===== src/rtl/change_dispenser.sv =====
// rtl/change_dispenser.sv - greedy coin payout of change/refund after the payment decision
module change_dispenser #(
    parameter int W = 5
) (
    input  logic         clock,
    input  logic         reset,
    input  logic [2:0]   main_state,
    input  logic [W-1:0] input_money,
    input  logic [W-1:0] value_to_pay,
    input  logic         dispense_ack,
    output logic         coin_valid,
    output logic [W-1:0] coin_value,
    output logic         busy,
    output logic         done,
    output logic         refund,
    output logic [W-1:0] change_total,
    output logic         overrun
);

    typedef enum logic [1:0] {IDLE, SELECT, ISSUE, DONE} state_t;

    localparam logic [W-1:0] COIN_10 = W'(10);
    localparam logic [W-1:0] COIN_5  = W'(5);
    localparam logic [W-1:0] COIN_2  = W'(2);
    localparam logic [W-1:0] COIN_1  = W'(1);

    state_t       state, state_n;
    logic [W-1:0] remaining, remaining_n;
    logic [W-1:0] coin_value_n, change_total_n;
    logic         coin_valid_n, busy_n, done_n, refund_n, overrun_n;

    logic         capture;
    logic [W-1:0] amount;
    logic         amount_refund;
    logic [W-1:0] pick;

    assign capture = (main_state == 3'b011) || (main_state == 3'b010);

    // Subtract only when the note is valid and covers the price, so no underflow.
    always_comb begin
        amount        = input_money;
        amount_refund = 1'b1;
        if (main_state == 3'b011 && input_money >= value_to_pay) begin
            amount        = input_money - value_to_pay;
            amount_refund = 1'b0;
        end
    end

    always_comb begin
        if (remaining >= COIN_10)     pick = COIN_10;
        else if (remaining >= COIN_5) pick = COIN_5;
        else if (remaining >= COIN_2) pick = COIN_2;
        else                          pick = COIN_1;
    end

    always_comb begin
        state_n        = state;
        remaining_n    = remaining;
        coin_valid_n   = coin_valid;
        coin_value_n   = coin_value;
        busy_n         = busy;
        done_n         = 1'b0;
        refund_n       = refund;
        change_total_n = change_total;
        overrun_n      = 1'b0;

        if (state != IDLE && capture) overrun_n = 1'b1;

        case (state)
            IDLE: begin
                if (capture) begin
                    remaining_n    = amount;
                    change_total_n = amount;
                    refund_n       = amount_refund;
                    busy_n         = 1'b1;
                    state_n        = SELECT;
                end
            end
            SELECT: begin
                if (remaining == '0) begin
                    state_n = DONE;
                end else begin
                    coin_value_n = pick;
                    coin_valid_n = 1'b1;
                    state_n      = ISSUE;
                end
            end
            ISSUE: begin
                if (dispense_ack) begin
                    remaining_n  = remaining - coin_value;
                    coin_valid_n = 1'b0;
                    state_n      = SELECT;
                end
            end
            DONE: begin
                done_n  = 1'b1;
                busy_n  = 1'b0;
                state_n = IDLE;
            end
            default: state_n = IDLE;
        endcase
    end

    always_ff @(posedge clock or posedge reset) begin
        if (reset) begin
            state        <= IDLE;
            remaining    <= '0;
            coin_valid   <= 1'b0;
            coin_value   <= '0;
            busy         <= 1'b0;
            done         <= 1'b0;
            refund       <= 1'b0;
            change_total <= '0;
            overrun      <= 1'b0;
        end else begin
            state        <= state_n;
            remaining    <= remaining_n;
            coin_valid   <= coin_valid_n;
            coin_value   <= coin_value_n;
            busy         <= busy_n;
            done         <= done_n;
            refund       <= refund_n;
            change_total <= change_total_n;
            overrun      <= overrun_n;
        end
    end

endmodule


===== config.mk =====
export PLATFORM = sky130hd
export DESIGN_NAME = change_dispenser
export DESIGN_NICKNAME = d
export VERILOG_FILES = /design/src/rtl/change_dispenser.sv
export SDC_FILE = /design/constraint.sdc
export NUM_CORES = 1
export LEC_CHECK = 0
export ABC_AREA = 1
export CORE_ASPECT_RATIO = 1.75
export CORE_MARGIN = 5
export CORE_UTILIZATION = 45
export DETAILED_ROUTE_END_ITERATION = 12
export PLACE_DENSITY = 0.72
export SYNTH_ARGS = -nofsm -noshare
export SYNTH_HDL_FRONTEND = slang
export SYNTH_SLANG_ARGS = --single-unit

===== constraint.sdc =====
create_clock -name clock -period 1.8 [get_ports clock]
set_input_delay 0.54 -clock clock [delete_from_list [all_inputs] [get_ports clock]]
set_output_delay 0.54 -clock clock [all_outputs]
set_load 0.01 [all_outputs]

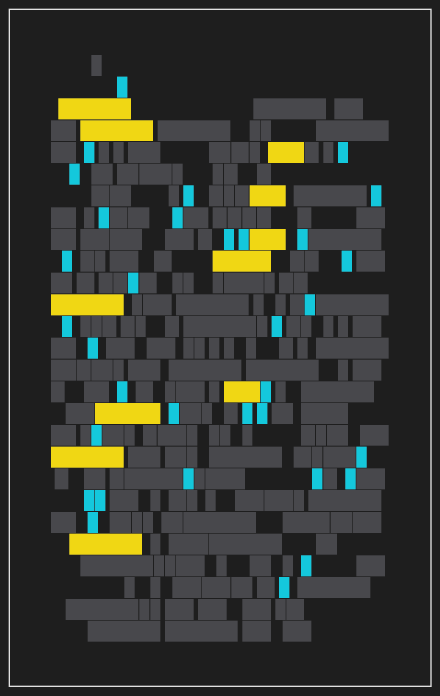
(run_1/gates.png)
Scale: 8 px per µm.
colour	family	cells	most used
yellow	fa/ha/maj cells	11	ha_4
cyan	inv cells	33	inv_1
Layout Cells excl Fill: 286
multi-input combinational area share: 44.79%
Top cell excl fill/tap: nand2_1

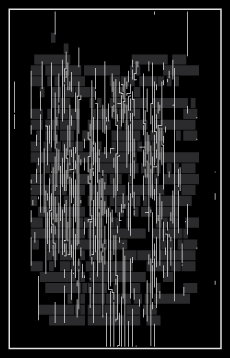
(run_1/m2.png)
Scale: 4 px per µm.
longest straight run	58.1 µm
share of all routed wire	56%
main direction	vertical
nets with wire on the layer	220
wire length on this layer	1950 µm
DR vias: 1399
WL final: 3.466 mm
M2 GR Usage: 33.37%

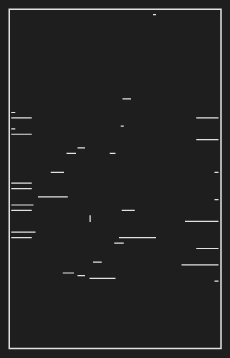
(run_1/m3.png)
Scale: 4 px per µm.
share of all routed wire	3.5%
longest straight run	9.00 µm
GR Layer Usage met3: 2.664%

==> run_results.csv, run 1 <==
group,metric,value,unit
worst_setup_path,path_cells,"clkdlybuf4s50_1",
power_and_ir_drop,ir_drop,657.9,µV
grt,antenna_found_initial,0,
final_timing,rsz0062_at_grt,"no",
worst_hold_path,hp-start,"change_total[1]",
place,globalplace.congestion,0.8421,
final_timing,max_freq,573.1,MHz
clocking,cts_sinks,21,
place,dpl_worst_slack,-0.5571,ns
drt,avgRoutedWirePerCell,12.12,µm
run,warning_count,26,
drt,drc_errors,0,
worst_setup_path,worst_path_max_delay_cell,"clkdlybuf4s50_1",
grt,grt-ovfl-total,0,
power_and_ir_drop,cellLeakagePower,1.059,nW
power_and_ir_drop,combPwrFrac,55.8,%
worst_setup_path,cp.depth,1,
worst_setup_path,worst_setup_path_start_kind,"register",
worst_hold_path,min_to,"change_total[1]",
synth,ys_ff,21,
clocking,tritoncts.num_buffers,3,
die,dieArea,4437,µm²
final_timing,clock_skew,0.003182,ns
status,status,"finished clean",
grt,grt_pass1_vias,1454,
drt,firstDrtPassIters,4,
clocking,clockBufferDepth,2,
die,die_h,84.45,µm
layout,fillCellCount,285,
power_and_ir_drop,p_seq_share,32.4,%
layout,area_delta_synth_final,45.65,%
worst_setup_path,critical_path_class,"reg2out",
worst_setup_path,worstPathMaxFanout,3,
worst_setup_path,r2r_slack,0.17,ns
layout,lay_top_cells,"nand2_1 (55), inv_1 (25), dfrtp_1 (21), clkdlybuf4s50_1 (19), buf_4 (17)",
place,dp_cells,282,
synth,ys_cells,194,
drt,via_per_inst,4.892,
worst_setup_path,cpPeakStageDelay,0.55,ns
synth,yosys.cell_types.count,26,
worst_setup_path,critical_path.top_delay_family,"buffers and inverters",
final_timing,worst_slack,0.05507,ns
layout,layout-drive-gt1-share,25.93,%
grt,grt_use_total,18.00,%
layout,n_antenna_cell,0,
worst_setup_path,path_buffers,1,
clocking,cts_tree,"yes",
die,pin_count,31,
die,std_cell_rows,27,
clocking,root_buffer,"clkbuf_8",
worst_hold_path,hp-class,"reg2reg",
final_timing,hold_violations,0,
die,fp_util,45.85,%
power_and_ir_drop,p_int,1.519,mW
grt,grt_max_degree,22,
drt,drtIter0Drc,23,
clocking,clock_latency,0.26,ns
final_timing,period_needed,1.745,ns
worst_hold_path,min_path_cells,2,
clocking,cts-hold-fix-buffers,0,
drt,antenna_left,0,
synth,syn_area,1425,µm²
power_and_ir_drop,p_switching,1.124,mW
layout,fin_nets,271,
synth,synth_seq_share,36.87,%
power_and_ir_drop,switching_share,42.52,%
final_timing,finalSetupViolations,0,
place,place_hpwl,2.676,mm
synth,synth_cells,194,
final_timing,fin_crit_sh,96.94,%
synth,top_area_share,36.87,%
worst_setup_path,r2r_cells,10,
final_timing,slew_violations,0,
die,dieWidth,52.54,µm
worst_setup_path,arrival,1.20,ns
die,core,3108,µm²
synth,syn-num-nets,221,
synth,synth.avg_cell_area,7.346,µm²
run,cap_violations,0,
power_and_ir_drop,powerDensity,1273,nW/µm²
worst_setup_path,r2r_end,"remaining[4]",
clocking,htreeDepth,1,
grt,grt_pass1_wl,6.030,mm
synth,yosysWarnings,0,
layout,utilization,66.79,%
worst_setup_path,r2r_start,"remaining[0]",
worst_setup_path,end_kind,"output pin",
worst_setup_path,worstPathRequired,1.26,ns
synth,topCellsByArea,"dfrtp_1 (37%), nand2_1 (17%), nand3_1 (8.1%)",
synth,yosys-stat-area,1425,µm²
place,portBuffers,29,
synth,top_area_cell,"dfrtp_1",
clocking,clk_pin_slew,0.08,ns
power_and_ir_drop,p_clk_share,11.9,%
-- run 1: sequential cells by signal (all words and copies together), names as in the netlist --
register      count
busy              1
change_total      5
coin_valid        1
coin_value        4
done              1
overrun           1
refund            1
remaining         5
state             2
-- run 1: synth_stat cells --
cell type   n
nand2_1    63
inv_1      29
nand3_1    23
dfrtp_1    21
ha_1        9
nor2_1      9
a21oi_1     7
o21ai_0     6
inv_2       4
o21ai_1     3
a31oi_1     2
fa_1        2
nand2_4     2
nor2_2      2
a21o_1      1
a21oi_4     1
buf_4       1
conb_1      1
nand2_2     1
nand3_2     1
nor2_4      1
nor3_4      1
o21bai_1    1
or2_1       1
xnor2_1     1
xor2_1      1
-- run 1: kinds of logic after synthesis --
logic type                 after synthesis  synth area share, %
xor gates and xnor gates                 2                1.229
DFF                                     21                36.87
other                                    1               0.2631
AOI/OAI and AO/OA                       21                8.692
buffers and inverters                   34                9.218
and+or+nand+nor                        104                33.01
adders and majority gates               11                10.71
-- run 1: power by group through the flow --
stage	Sequential [mW]	Clock, mW	Combinational (mW)
after detailed placement	0.862	0	1.43
after global placement	0.860	0	1.42
after CTS	0.853	0.322	1.49
after global routing	0.886	0.340	1.67
final	0.855	0.314	1.47
after floorplan	0.894	0	0.854
-- run 1: layer usage --
layer  vias to the layer above  track usage, %  share of wire (%)
li1                        707               -                  -
met1                       640           16.43                 35
met2                        39           33.37                 56
met3                        13           2.664                3.5
met4                         0           13.02                5.1
met5                         -               0                  0
-- run 1: how the worst max path moves through the flow --
stage | from | end
5_1_grt | value_to_pay[0] | remaining[4]
6_report | coin_value[0] | coin_value[0]
3_3_place_gp | input_money[0] | remaining[4]
2_1_floorplan | input_money[0] | remaining[4]
3_5_place_dp | input_money[0] | remaining[4]
4_1_cts | coin_value[0] | coin_value[0]
-- run 1: area by class of cell --
| class | instances | area, µm² | share of cell area, % |
|---|---|---|---|
| tap | 43 | 53.80 | 2.592 |
| inverter | 33 | 123.9 | 5.967 |
| sequential | 21 | 525.5 | 25.32 |
| clock buffer | 4 | 45.04 | 2.170 |
| multi-input combinational | 139 | 929.6 | 44.79 |
| timing repair buffer | 46 | 397.9 | 19.17 |
-- run 1: through the flow --
step                      hold slack (ns)  setup TNS (ns)  power [mW]  instance area (µm²)
after detailed placement           0.4651          -4.995       2.296                 1889
after CTS                          0.4840               0       2.662                 2076
after global placement             0.4636          -4.734       2.277                 1889
after floorplan                    0.4711               0       1.748                 1425
final                              0.4796               0       2.643                 2076
after global routing               0.4973               0       2.895                 2076
-- run 1: what timing repair did --
| item | in CTS | in global routing |
|---|---|---|
| endpoints found under the setup margin | 11 | 9 |
| resized | 42 | 6 |
| setup buffers | 0 | 0 |
| pin swaps | 11 | 3 |
--- run 2 (diff from run 1) ---
CTS_CLUSTER_DIAMETER = 100   (was unset)
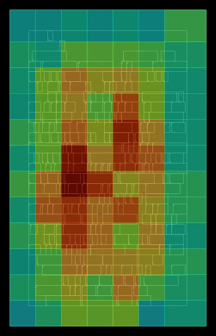
(run_2/congestion_map.png)
met1 usage: 16.43%
Wirelength per Cell: 12.12 µm
GRT Util Overall: 18.00%
Util after Layout: 66.79%

==> run 2 against run 1 <==
  * Global-route usage unchanged
  * Count of clock-buffer cells in the layout did not move
  * Total power unchanged
  * Cell area unchanged
  * Sequential share of layout area unchanged
  * Cell count unchanged
  * Fmax stayed put
  * Critical path type unchanged
  * Largest power group unchanged
  * Highest routed layer unchanged
==> run_results.csv, run 2 <==
group,metric,value,unit
layout,area_delta_synth_final,45.65,%
synth,ys_ff,21,
worst_setup_path,critical_path_class,"reg2out",
final_timing,finalSetupTns,0,ns
die,fp_util,45.85,%
synth,yosysWarnings,0,
drt,routed_wl,3.466,mm
final_timing,rsz0062_at_grt,"no",
final_timing,fin_crit_sh,96.94,%
power_and_ir_drop,powerDensity,1273,nW/µm²
die,pin_count,31,
layout,lay_top_cells,"nand2_1 (55), inv_1 (25), dfrtp_1 (21), clkdlybuf4s50_1 (19), buf_4 (17)",
worst_setup_path,path_buffers,1,
clocking,cts_tree,"yes",
clocking,root_buffer,"clkbuf_8",
synth,yosys-stat-area,1425,µm²
die,dieArea,4437,µm²
synth,ys_cells,194,
grt,grt_busiest_layer,"met2",
synth,yosys.cell_types.count,26,
power_and_ir_drop,ir_drop,657.9,µV
worst_setup_path,worst_setup_path_start_kind,"register",
final_timing,hold_violations,0,
drt,vias,1399,
worst_setup_path,r2r_slack,0.17,ns
clocking,clk_pin_slew,0.08,ns
place,place_hpwl,2.676,mm
clocking,post_cts_buffers,0,
drt,firstDrtPassIters,4,
final_timing,period_needed,1.745,ns
synth,syn-num-nets,221,
synth,edf_count,0,
worst_setup_path,end_kind,"output pin",
drt,drc_errors,0,
worst_hold_path,min_to,"change_total[1]",
grt,grt-ovfl-total,0,
die,dieWidth,52.54,µm
clocking,clockBufferDepth,2,
synth,synth_cells,194,
worst_hold_path,hp-start,"change_total[1]",
final_timing,slew_violations,0,
final_timing,max_freq,573.1,MHz
place,portBuffers,29,
worst_setup_path,cpPeakStageDelay,0.55,ns
worst_setup_path,path_cells,"clkdlybuf4s50_1",
grt,grtUsageMet3,2.664,%
grt,gr-usage-met2,33.37,%
synth,most_common_cell,"nand2_1",
worst_setup_path,r2r_start,"remaining[0]",
final_timing,finalSetupViolations,0,
worst_setup_path,arrival,1.20,ns
drt,via_per_inst,4.892,
layout,fin_nets,271,
clocking,htreeDepth,1,
worst_setup_path,r2r_end,"remaining[4]",
layout,n_antenna_cell,0,
layout,layout-drive-gt1-share,25.93,%
grt,grt_pass1_vias,1454,
drt,drtIter0Drc,23,
clocking,tritoncts.num_buffers,3,
synth,topCellsByArea,"dfrtp_1 (37%), nand2_1 (17%), nand3_1 (8.1%)",
worst_setup_path,r2r_cells,10,
synth,synth.avg_cell_area,7.346,µm²
status,status,"finished clean",
worst_hold_path,min_path_cells,2,
place,dp_cells,282,
final_timing,clock_skew,0.003182,ns
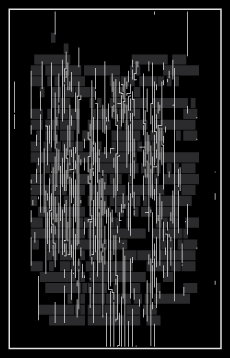
(run_2/m2.png)
Scale: 4 px per µm.
longest straight run	58.1 µm
main direction	vertical
wire length on this layer	1950 µm
nets with wire on the layer	220
share of all routed wire	56%

## run 2: how the worst max path moves through the flow
| stage | to | cells past startpoint | startpoint | slack, ns |
|---|---|---|---|---|
| 5_1_grt | remaining[4] | 12 | value_to_pay[0] | 0.006 |
| 4_1_cts | coin_value[0] | 1 | coin_value[0] | 0.04 |
| 3_3_place_gp | remaining[4] | 12 | input_money[0] | -0.51 |
| 3_5_place_dp | remaining[4] | 12 | input_money[0] | -0.56 |
| 6_report | coin_value[0] | 1 | coin_value[0] | 0.06 |
| 2_1_floorplan | remaining[4] | 11 | input_money[0] | 0.03 |
## run 2: area by class of cell
class,instances,area [µm²]
Tap cell,43,53.80
Timing Repair Buffer,46,397.9
Inverter,33,123.9
Multi-Input combinational cell,139,929.6
Fill cell,285,1032
Sequential cell,21,525.5
Clock buffer,4,45.04
## run 2: timing repair
action	4_1_cts	5_1_grt
endpoints found under the setup margin	11	9
resized	42	6
hold buffers	0	0
pin swaps	11	3
## run 2: cell families after synthesis
kind of cell | after synthesis | share of synthesized area (%)
XOR/XNOR | 2 | 1.229
adder cells (fa/ha/maj) | 11 | 10.71
AND/OR/NAND/NOR | 104 | 33.01
other | 1 | 0.2631
flip-flops | 21 | 36.87
buffers and inverters | 34 | 9.218
AND-OR/OR-AND | 21 | 8.692
## run 2: per-stage QoR
stage | cell area (µm²) | hold slack (ns) | setup WS [ns] | power [mW] | utilization [%]
after floorplan | 1425 | 0.4711 | 0.03292 | 1.748 | -
after detailed placement | 1889 | 0.4651 | -0.5571 | 2.296 | 60.79
after CTS | 2076 | 0.4840 | 0.04258 | 2.662 | 66.79
after global routing | 2076 | 0.4973 | 0.005879 | 2.895 | 66.79
after global placement | 1889 | 0.4636 | -0.5081 | 2.277 | 60.79
final | 2076 | 0.4796 | 0.05507 | 2.643 | 66.79
## run 2: where the power goes
group          switching (mW)  total [mW]  leakage, nW  internal [mW]
clock                   0.156       0.314       0.0228          0.158
sequential              0.177       0.855        0.256          0.678
combinational           0.791        1.47        0.781          0.683
## run 2: metal layers
| metal | up-vias | routed length [µm] |
|---|---|---|
| li1 | 707 | - |
| met1 | 640 | 1223 |
| met2 | 39 | 1945 |
| met3 | 13 | 121 |
| met4 | 0 | 176 |
| met5 | - | 0 |
Power and IR drop assume default switching activity.
